Fig. 1: run 1, selected gate families
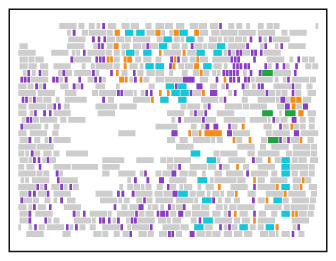
Fig. 2: run 1, metal 2
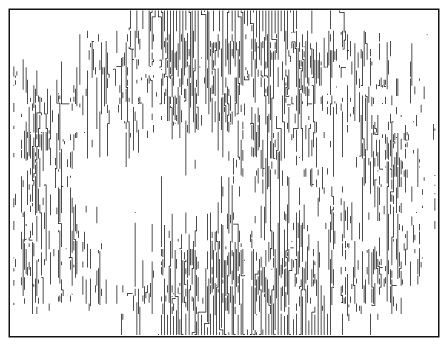
Fig. 3: run 1, placement by cell class
Bar = 50 um. Fill, decap, tap and diode cells in gray.
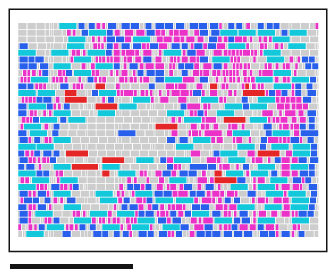
==> config.mk <==
export PLATFORM = sky130hd
export DESIGN_NAME = riscv_lsu
export DESIGN_NICKNAME = d
export VERILOG_FILES = /design/src/rtl/riscV_lsu_pkg.sv /design/src/rtl/riscV_lsu_load_align.sv /design/src/rtl/riscv_lsu.sv
export SDC_FILE = /design/constraint.sdc
export NUM_CORES = 1
export LEC_CHECK = 0
export ABC_AREA = 0
export CAP_MARGIN = 5
export CORE_ASPECT_RATIO = 0.75
export CORE_MARGIN = 3
export CORE_UTILIZATION = 48
export CTS_CLUSTER_SIZE = 12
export DETAILED_ROUTE_END_ITERATION = 8
export PLACE_DENSITY = 0.95
export SKIP_LAST_GASP = 1
export SLEW_MARGIN = 20
export SYNTH_ARGS = -nofsm -noshare
export SYNTH_HDL_FRONTEND = slang
export SYNTH_HIERARCHICAL = 1
export SYNTH_SLANG_ARGS = --single-unit
==> constraint.sdc <==
create_clock -name clk_i -period 3.32 [get_ports clk_i]
set_clock_uncertainty 0.05 [all_clocks]
set_input_delay 0.664 -clock clk_i [delete_from_list [all_inputs] [get_ports clk_i]]
set_output_delay 0.664 -clock clk_i [all_outputs]
set_load 0.1 [all_outputs]
==> flow_metrics.env, run 1 <==
# flow metrics
export IMPL_layout_drive_gt1_share_pct=18.1
export IMPL_dieArea_sq_um=12500
export IMPL_grt_pass1_vias=4686
export IMPL_place_area_sq_um=6680
export IMPL_maxCapViolCount=0
export IMPL_path_clk_slew_ps=70
export IMPL_ctsLongestPathBuffers=2
export IMPL_asyncSetResetFlopFracSynth_pct=0
export IMPL_fp_dieW_um=128
export IMPL_period_minus_slack_ps=2600
export IMPL_synth_seq_share_pct=39.5
export IMPL_numCtsBuffers=9
export IMPL_met3_length_mm=1.20
export IMPL_status="finished clean"
export IMPL_avgSynthCellArea_sq_um=7.84
export IMPL_startpoint_type="primary input"
export IMPL_dp_cells=920
export IMPL_grt_util_met1_pct=32.0
export IMPL_cp_cell_sequence="clkdlybuf4s50_1 -> and2_2 -> or3_1 -> buf_12"
export IMPL_synth_main_ff_cell="dfxtp_1"
export IMPL_reg2reg_slack_ps=970
export IMPL_grt_antenna_before_repair=0
export IMPL_p_sw_share_pct=52.3
export IMPL_ctsHoldBuffers=0
export IMPL_synth_top_cell_area_share_pct=39.5
Back to the opening pictures, Fig. 1:
- orange: NOR gates (cells 53; most used nor2_1)
- green: adder and majority cells (cells 4; most used ha_1; where east)
- cyan: multiplexers (cells 35; most used mux2i_1)
- purple: NAND gates (cells 202; most used nand2_1; where widely spread)
most numerous logic cell after layout: nand2_1
Finished Layout Cells: 936
fraction of area in multi-input gates: 35.3%

Back to the opening pictures, Fig. 2:
- longest straight run: 37.1 um
- nets with wire on the layer: 728
- share of all routed wire: 45%
- wire length on this layer: 6710 um
routed wire length: 14.8 mm
Vias: 4901
M2 GR Usage: 34.2%

Back to the opening pictures, Fig. 3:
- blue: other buffers and delay cells (cells 215; share of their area 28%)
- red: clock drivers and dummy loads (cells 16; share of their area 4.6%)
- magenta: combinational and other logic (cells 463; share of their area 36%)
- cyan: flops (cells 106; share of their area 31%)
Std-Cell Rows: 32
Core Util, Final: 65.9%
flop share of the area: 30.3%
Core Box Area: 10600 sq um
post-route design area: 6990 sq um

==> run 1: placed cells by master, fill, tap and decap left out, drive strengths merged, types with 2 or more instances in the layout <==
cell | netlist | layout
buf | 99 | 112
mux2i | 28 | 28
a211oi | 27 | 27
inv | 3 | 5
a311oi | 10 | 10
nor2 | 41 | 41
nor2b | 11 | 11
o211ai | 8 | 8
a21oi | 92 | 92
nand3b | 2 | 2
mux2 | 7 | 7
nand2b | 14 | 14
conb | 1 | 3
and2 | 2 | 2
o21ai | 17 | 17
ha | 4 | 4
dfxtp | 106 | 106
clkbuf | 19 | 10
nand2 | 184 | 184
clkdlybuf4s50 | 0 | 103
clkinv | 0 | 3
==> inputs of run 2 (changes only) <==
--- a/config.mk
+++ b/config.mk
@@ -9,10 +9,10 @@
 export CAP_MARGIN = 5
 export CORE_ASPECT_RATIO = 0.75
 export CORE_MARGIN = 3
-export CORE_UTILIZATION = 48
+export CORE_UTILIZATION = 40
 export CTS_CLUSTER_SIZE = 12
 export DETAILED_ROUTE_END_ITERATION = 8
-export PLACE_DENSITY = 0.95
+export PLACE_DENSITY = 0.86
 export SKIP_LAST_GASP = 1
 export SLEW_MARGIN = 20
 export SYNTH_ARGS = -nofsm -noshare
==> constraint.sdc (replaced) <==
create_clock -name clk_i -period 2.15 [get_ports clk_i]
set_clock_uncertainty 0.05 [all_clocks]
set_input_delay 0.43 -clock clk_i [delete_from_list [all_inputs] [get_ports clk_i]]
set_output_delay 0.43 -clock clk_i [all_outputs]
set_load 0.1 [all_outputs]
==> flow_metrics.env, run 2 <==
# flow metrics
export IMPL_final_instance_count_excl_fill=973
export IMPL_met3_length_mm=1.16
export IMPL_use_met2_pct=29.1
export IMPL_power_leader="combinational logic"
export IMPL_io_pins=209
export IMPL_p_switching_w=0.00493
export IMPL_dp_cells=957
export IMPL_diodes=0
export IMPL_grt_antenna_before_repair=1
export IMPL_layout_drive_gt1_share_pct=19.8
export IMPL_sh_seq_area_pct=29.5
export IMPL_mostFrequentLayoutCells="183 x nand2_1, 112 x buf_4, 104 x dfxtp_1, 102 x clkdlybuf4s50_1, 92 x a21oi_1"
export IMPL_fill_cells=1158
export IMPL_coreArea_sq_um=12700
export IMPL_dieArea_sq_um=14900
export IMPL_asyncSetResetFlopFracSynth_pct=0
export IMPL_path_clk_slew_ps=70
export IMPL_startpoint_type="register"
export IMPL_worst_pin_slew_ps=543
export IMPL_status="finished clean"
export IMPL_ctsLongestPathBuffers=2
export IMPL_rows=35
export IMPL_final_util_pct=56.7
export IMPL_dr_total_vias=4839
export IMPL_grt_util_met1_pct=26.2
export IMPL_hold_depth=2
export IMPL_synth_seq_share_pct=39.5
export IMPL_dp_hpwl_mm=11.0
export IMPL_drt_total_wl_mm=14.8
export IMPL_synth_top_cell_area_share_pct=39.5
export IMPL_synth_main_ff_cell="dfxtp_1"
export IMPL_maxCapViolCount=0
export IMPL_grt_first_pass_wirelength_mm=23.3
export IMPL_reg2reg_slack_ps=250
export IMPL_powerDensity_nw_per_um2=1350
export IMPL_ant_nets=0
export IMPL_taps=166
export IMPL_layout_top_cell="nand2_1"
export IMPL_comb_area_share_pct=34.7
export IMPL_p_sw_share_pct=50.6
export IMPL_fp_dieW_um=140
export IMPL_first_iter_violations=246
export IMPL_period_minus_slack_ps=2100
export IMPL_power_internal_w=0.00481
export IMPL_nets=912
export IMPL_place_area_sq_um=6840
export IMPL_avgSynthCellArea_sq_um=7.84
export IMPL_grt_pass1_vias=4586
run 2: worst max-delay path, cell delays in order, from the launching register on:
cell and delay [ps]:
dfxtp_2 340, inv_2 70, ha_4 170, and2_2 190, or3_4 340, buf_12 170
run 2: timing repair:
item / 4_1_cts / 5_1_grt
setup buffers: 1 / 0
hold buffers: 0 / 0
endpoints found under the setup margin: 1 / 6
resized: 5 / 2
run 2: cell families (layout without fill, tap and decap cells):
group           count (synthesis)  in the layout  share of synthesized area (%)
other cells                     1              3                         0.0698
simple gates                  259            259                           20.2
fa+ha+maj                       4              4                          0.932
buf+inv                       121            241                           14.7
mux                            35             35                           6.69
flops                         106            106                           39.5
compound gates                159            159                           17.8
Fig. 4: run 2, clock nets
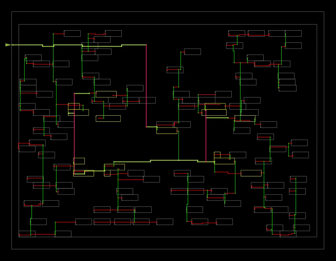
Clk. pwr: 0.00178 W
clk latency late pin: 340 ps

Fig. 5: run 2, cell sizes after repair
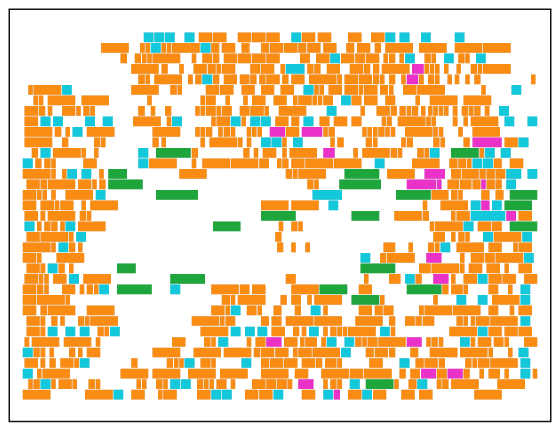
- cyan: _3 and _4 cells (cells 118; most used buf_4)
- orange: _0 and _1 cells (cells 647; most used nand2_1)
- magenta: _2 cells (cells 20; most used mux2_2)
- green: _6 and larger (cells 22; most used clkbuf_16)
area delta synth->final: 34.0%
Plain + repair buffers: 223
Final WS setup: 48.8 ps
post-route design area: 7200 sq um

==> inputs of run 3 (changes only) <==
--- a/config.mk
+++ b/config.mk
@@ -12,7 +12,7 @@
 export CORE_UTILIZATION = 40
 export CTS_CLUSTER_SIZE = 12
 export DETAILED_ROUTE_END_ITERATION = 8
-export PLACE_DENSITY = 0.86
+export PLACE_DENSITY = 0.83
 export SKIP_LAST_GASP = 1
 export SLEW_MARGIN = 20
 export SYNTH_ARGS = -nofsm -noshare
==> flow_metrics.env, run 3 <==
# flow metrics
export IMPL_crit_buf_inv=2
export IMPL_layout_top_cell="nand2_1"
export IMPL_max_stage_delay_ps=340
export IMPL_synth_seq_share_pct=39.5
export IMPL_mux_area_share_pct=6.69
export IMPL_clk_latency_ps=330
export IMPL_synth_main_ff_cell="dfxtp_1"
export IMPL_avgSynthCellArea_sq_um=7.84
export IMPL_gp_congestion=0.900
export IMPL_worst_pin_slew_ps=771
export IMPL_path_depth=5
export IMPL_met3_length_mm=1.54
export IMPL_dr_total_vias=4865
export IMPL_dp_cells=956
export IMPL_cpMaxStageDelayCell="dfxtp_2"
export IMPL_mostFrequentLayoutCells="183 x nand2_1, 112 x buf_4, 104 x dfxtp_1, 102 x clkdlybuf4s50_1, 92 x a21oi_1"
export IMPL_synth_top_cell_area_share_pct=39.5
export IMPL_grt_antenna_before_repair=0
export IMPL_ant_nets=0
export IMPL_nets=911
export IMPL_finalClockPeriodUsage_pct=96.6
export IMPL_reg2reg_slack_ps=220
export IMPL_fill_cells=1183
export IMPL_startpoint_type="register"
export IMPL_asyncSetResetFlopFracSynth_pct=0
export IMPL_period_minus_slack_ps=2080
export IMPL_io_pins=209
export IMPL_power_internal_w=0.00460
export IMPL_cp_end_kind="primary output"
export IMPL_simple_gate_share_pct=20.2
export IMPL_layout_drive_gt1_share_pct=19.5
export IMPL_yosys_area_share_aoi_pct=17.8
export IMPL_logic_family="simple AND/OR/NAND/NOR gates"
export IMPL_adder_share_pct=0.932
export IMPL_xor_area_share_pct=0
export IMPL_use_met2_pct=29.0
export IMPL_dp_hpwl_mm=10.8
export IMPL_grt_util_met1_pct=26.8
export IMPL_syn_to_final_growth_pct=32.7
export IMPL_path_clk_slew_ps=70
export IMPL_grt_pass1_vias=4510
export IMPL_fp_dieW_um=140
export IMPL_diodes=0
export IMPL_hold_depth=2
export IMPL_status="finished clean"
export IMPL_grt_first_pass_wirelength_mm=23.4
export IMPL_cp_top_family="simple AND/OR/NAND/NOR gates"
export IMPL_ctsLongestPathBuffers=2
## run 3: timing repair
action                                  in CTS  in global routing
endpoints found under the setup margin       1                  7
buffers inserted                             1                  0
gates cloned                                 0                  0
resized                                      4                  3
## run 3: power by group through the flow
stage	Clock, W	Sequential, W	Combinational, W
2_1_floorplan	0	0.00304	0.00401
3_3_place_gp	0	0.00259	0.00530
3_5_place_dp	0	0.00261	0.00533
4_1_cts	0.00166	0.00256	0.00536
5_1_grt	0.00173	0.00261	0.00565
6_report	0.00160	0.00256	0.00536
## run 3: area by class of cell
cell class	instances	area [sq um]	area share (%)
multi-input cells	460	2490	35.0
flip-flops and latches	106	2120	29.8
repair buffers	222	2010	28.2
clock buffers	10	229	3.21
well taps	166	208	2.92
clock inverters	4	53.8	0.755
inverters	3	11.3	0.158
Fig. 6: run 3, cell sizes after repair
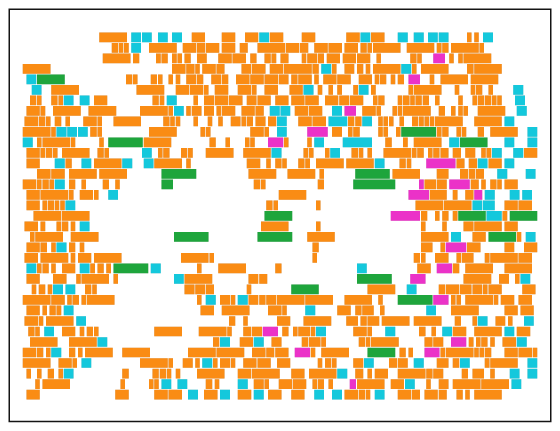
- orange: _0 and _1 cells (cells 648; most used nand2_1)
- green: _6 and larger (cells 19; most used clkbuf_16)
- magenta: _2 cells (cells 20; most used mux2_2)
- cyan: _3 and _4 cells (cells 118; most used buf_4)
Final WS setup: 73.1 ps
Plain + repair buffers: 222
post-route design area: 7120 sq um

Fig. 7: run 3, placement by cell class
Bar = 50 um. Fill, decap, tap and diode cells in gray.
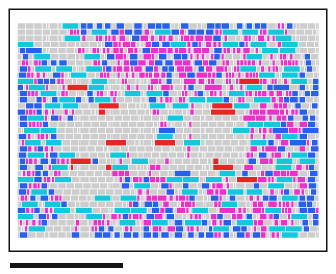
- magenta: combinational and other logic (cells 463; share of their area 36%)
- cyan: flops (cells 106; share of their area 31%)
- blue: other buffers and delay cells (cells 222; share of their area 29%)
- red: clock drivers and dummy loads (cells 14; share of their area 4.1%)
Core Box Area: 12700 sq um
flop share of the area: 29.8%
Core Util, Final: 56.1%
Std-Cell Rows: 35

Power is estimated from default activity; no workload was simulated.
